**config.mk**
```make
export PLATFORM = sky130hd
export DESIGN_NAME = data_mem_responder
export DESIGN_NICKNAME = d
export VERILOG_FILES = /design/src/rtl/mips16_pkg.sv /design/src/rtl/dmem_array.sv /design/src/rtl/data_mem_responder.sv
export SDC_FILE = /design/constraint.sdc
export NUM_CORES = 2
export LEC_CHECK = 0
export CORE_MARGIN = 2
export CORE_UTILIZATION = 47
export CTS_BUF_LIST = sky130_fd_sc_hd__clkbuf_4
export DETAILED_ROUTE_END_ITERATION = 10
export PLACE_DENSITY_LB_ADDON = 0.05
export REMOVE_ABC_BUFFERS = 1
export SYNTH_ARGS = -nofsm -noshare
export SYNTH_HDL_FRONTEND = slang
export SYNTH_HIERARCHICAL = 1
export SYNTH_SLANG_ARGS = --single-unit
```
**constraint.sdc**
```tcl
create_clock -name clock -period 5.05 [get_ports clock]
set_input_delay 1.01 -clock clock [delete_from_list [all_inputs] [get_ports clock]]
set_output_delay 1.01 -clock clock [all_outputs]
set_load 0.1 [all_outputs]
```
**src/rtl/mips16_pkg.sv**
```systemverilog
// Shared definitions for the 16-bit MIPS core: word width, memory opcodes and data-memory FSM states.
package mips16_pkg;

  localparam int unsigned WORD_W = 16;

  localparam logic [3:0] OP_LW = 4'b0101;
  localparam logic [3:0] OP_SW = 4'b0110;

  typedef enum logic [1:0] {
    IDLE = 2'd0,
    WAIT = 2'd1,
    RESP = 2'd2
  } dmem_state_t;

endpackage

```
**src/rtl/dmem_array.sv**
```systemverilog
// Word-addressed 16-bit RAM: synchronous write, combinational read, contents not reset.
module dmem_array
  import mips16_pkg::*;
#(
  parameter int unsigned DEPTH_LOG2 = 8
) (
  input  logic                  clock,
  input  logic                  we,
  input  logic [DEPTH_LOG2-1:0] idx,
  input  logic [WORD_W-1:0]     wdata,
  output logic [WORD_W-1:0]     rdata
);

  localparam int unsigned DEPTH = 2 ** DEPTH_LOG2;

  logic [WORD_W-1:0] mem [DEPTH];

  always_ff @(posedge clock) begin
    if (we) mem[idx] <= wdata;
  end

  assign rdata = mem[idx];

endmodule

```
**src/rtl/data_mem_responder.sv**
```systemverilog
// Data-memory responder for LW/SW with req/ack handshake and configurable wait states.
// Optional alignment/range error check enabled by macro DMEM_ALIGN_CHECK_EN.
module data_mem_responder
  import mips16_pkg::*;
#(
  parameter int unsigned DEPTH_LOG2  = 8,
  parameter int unsigned WAIT_STATES = 1
) (
  input  logic              clock,
  input  logic              reset_n,
  input  logic              req,
  input  logic              we,
  input  logic [WORD_W-1:0] addr,
  input  logic [WORD_W-1:0] wdata,
  output logic              ack,
  output logic [WORD_W-1:0] rdata,
  output logic              busy,
  output logic              err
);

  localparam int unsigned CNT_W = 4;
  localparam logic [CNT_W-1:0] CNT_LAST =
    CNT_W'((WAIT_STATES == 0) ? 0 : WAIT_STATES - 1);

  dmem_state_t state, state_nxt;
  logic [CNT_W-1:0]      cnt, cnt_nxt;
  logic                  capture_c;
  logic                  resp_c;
  logic                  busy_nxt;
  logic                  bad_c;
  logic                  cap_we;
  logic                  cap_bad;
  logic [DEPTH_LOG2-1:0] cap_idx;
  logic [WORD_W-1:0]     cap_wdata;
  logic [WORD_W-1:0]     mem_rd;

`ifdef DMEM_ALIGN_CHECK_EN
  assign bad_c = addr[0] | (|addr[WORD_W-1:DEPTH_LOG2+1]);
`else
  // Byte-offset and out-of-range bits simply alias onto the array.
  logic unused_addr;
  assign unused_addr = ^{addr[0], addr[WORD_W-1:DEPTH_LOG2+1]};
  assign bad_c       = 1'b0;
`endif

  // Next-state and handshake decode.
  always_comb begin
    state_nxt = state;
    cnt_nxt   = cnt;
    capture_c = 1'b0;
    unique case (state)
      IDLE: begin
        if (req) begin
          capture_c = 1'b1;
          state_nxt = (WAIT_STATES > 0) ? WAIT : RESP;
        end
      end
      WAIT: begin
        if (cnt == CNT_LAST) begin
          cnt_nxt   = '0;
          state_nxt = RESP;
        end else begin
          cnt_nxt = cnt + CNT_W'(1);
        end
      end
      RESP:    state_nxt = IDLE;
      default: state_nxt = IDLE;
    endcase
  end

  assign resp_c   = (state == RESP);
  assign busy_nxt = capture_c | (state != IDLE);

  always_ff @(posedge clock or negedge reset_n) begin
    if (!reset_n) begin
      state <= IDLE;
      cnt   <= '0;
      ack   <= 1'b0;
      busy  <= 1'b0;
      rdata <= '0;
    end else begin
      state <= state_nxt;
      cnt   <= cnt_nxt;
      ack   <= resp_c;
      busy  <= busy_nxt;
      if (resp_c && !cap_we) rdata <= cap_bad ? '0 : mem_rd;
    end
  end

  // Request is frozen at capture so the core may change addr/req during the wait.
  always_ff @(posedge clock or negedge reset_n) begin
    if (!reset_n) begin
      cap_we    <= 1'b0;
      cap_bad   <= 1'b0;
      cap_idx   <= '0;
      cap_wdata <= '0;
    end else if (capture_c) begin
      cap_we    <= we;
      cap_bad   <= bad_c;
      cap_idx   <= addr[DEPTH_LOG2:1];
      cap_wdata <= wdata;
    end
  end

`ifdef DMEM_ALIGN_CHECK_EN
  always_ff @(posedge clock or negedge reset_n) begin
    if (!reset_n) err <= 1'b0;
    else          err <= resp_c & cap_bad;
  end
`else
  assign err = 1'b0;
`endif

  dmem_array #(
    .DEPTH_LOG2(DEPTH_LOG2)
  ) u_array (
    .clock (clock),
    .we    (resp_c & cap_we & ~cap_bad),
    .idx   (cap_idx),
    .wdata (cap_wdata),
    .rdata (mem_rd)
  );

endmodule

```
### Cells coloured by class

Fill, decap, tap and diode cells in grey.
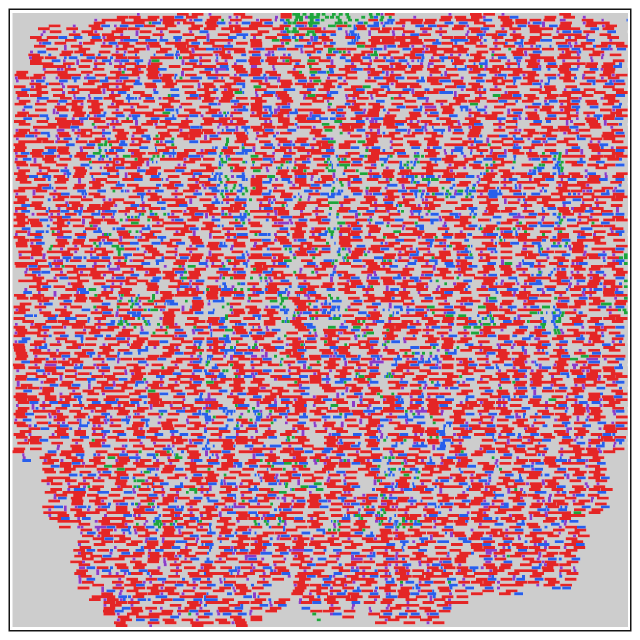
class	colour	cells	share of their area
other buffers and delay cells	green	638	3.4%
combinational and other logic	blue	2,261	18%
flops	red	4,145	71%
clock drivers and dummy loads	purple	1,841	7.7%

### Placed standard cells

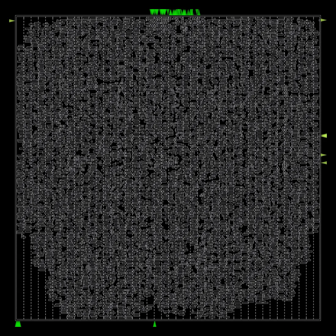
Tap Count: 4,387
Filler Cells Inserted: 26,200

### Supply network

The bar under the picture is 200 microns long. Pins as bars on the die edge. Tap cells in grey.
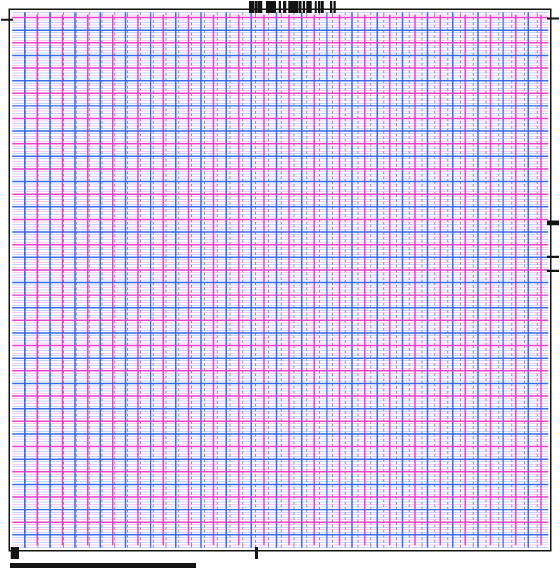
net	colour
VDD	magenta
VSS	blue
met4 straps	42
tap cells	4,387

==> GITHUB_STEP_SUMMARY <==
### Flow metrics

| Metric | Value |
|---|---|
| Sequential cell area share | between 60% and 70% |
| M3 GR Usage | slightly above 6% |
| Worst Hold Depth | 2 |
| Die X | approximately 580 microns |
| Int Pwr | approximately 0.062 W |
| Placed Cells incl. Taps | approximately 11,000 |
| RSZ-0062 raised after global routing | no |
| CTS hold repair buffers | 27 |
| Pre-CTS setup slack | 0.601 ns |
| Clock latency on the worst-skew pair | between 1.5 and 2 ns |
| Violated checks | max-slew violations |
| Final hold slack | 0.310 ns |
| Worst VDD drop | slightly above 0.0003 V |
| Post-synth mux share | between 10% and 20% |
| Power per cell area | approximately 480 nW/um^2 |
| I/O Buffers | 45 |
| Residual DRC | 0 |
| Clk slew on worst S/H paths | 0.06 ns |
| Adder share | 0.0159% |
| Worst path bufs/invs | 1 |
| Final slew viol count | around 150 |
| Crit Path Max Fanout | 1 |
| Routed Antenna Nets | 0 |
| Number of enable flip-flop cells | 4,096 |
| Area Growth Syn to Fin | 15.2% |
| Status | complete, but fails checks |
| Nets | ~8,200 |
| Top cell type by total area after synthesis | edfxtp_1 |
| Aoi share | about 3.6% |
| Post_cts resized | 0 |
### Nets reached from selected ports

The bar under the picture is 200 microns long.
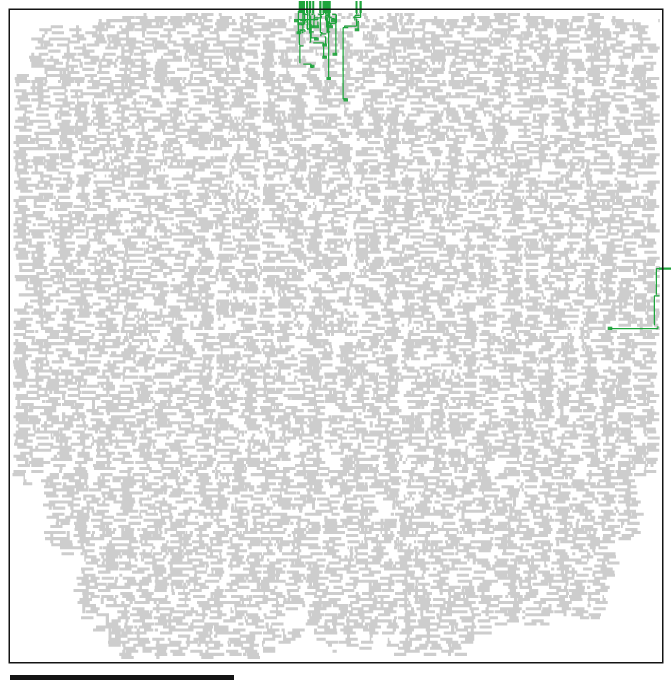
port	colour	bits	direction	edge	end cells	wire
`wdata`	green	16	input	15 north, 1 east	16	767 microns

### Signal metal coverage by tile

The die is cut into 29 by 29 equal tiles; dark blue is low, red is high, scaled to the fullest tile. Values are wire area over tile area, all layers added.
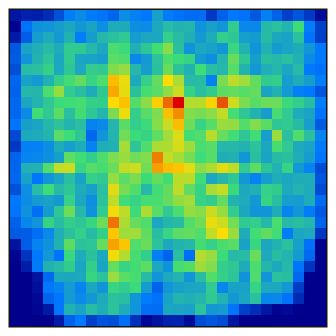
fullest tile	0.50
nearly empty tiles	4.8%
mean over tiles	0.20
tiles over half the peak	26%

Power is estimated from default activity; no workload was simulated.
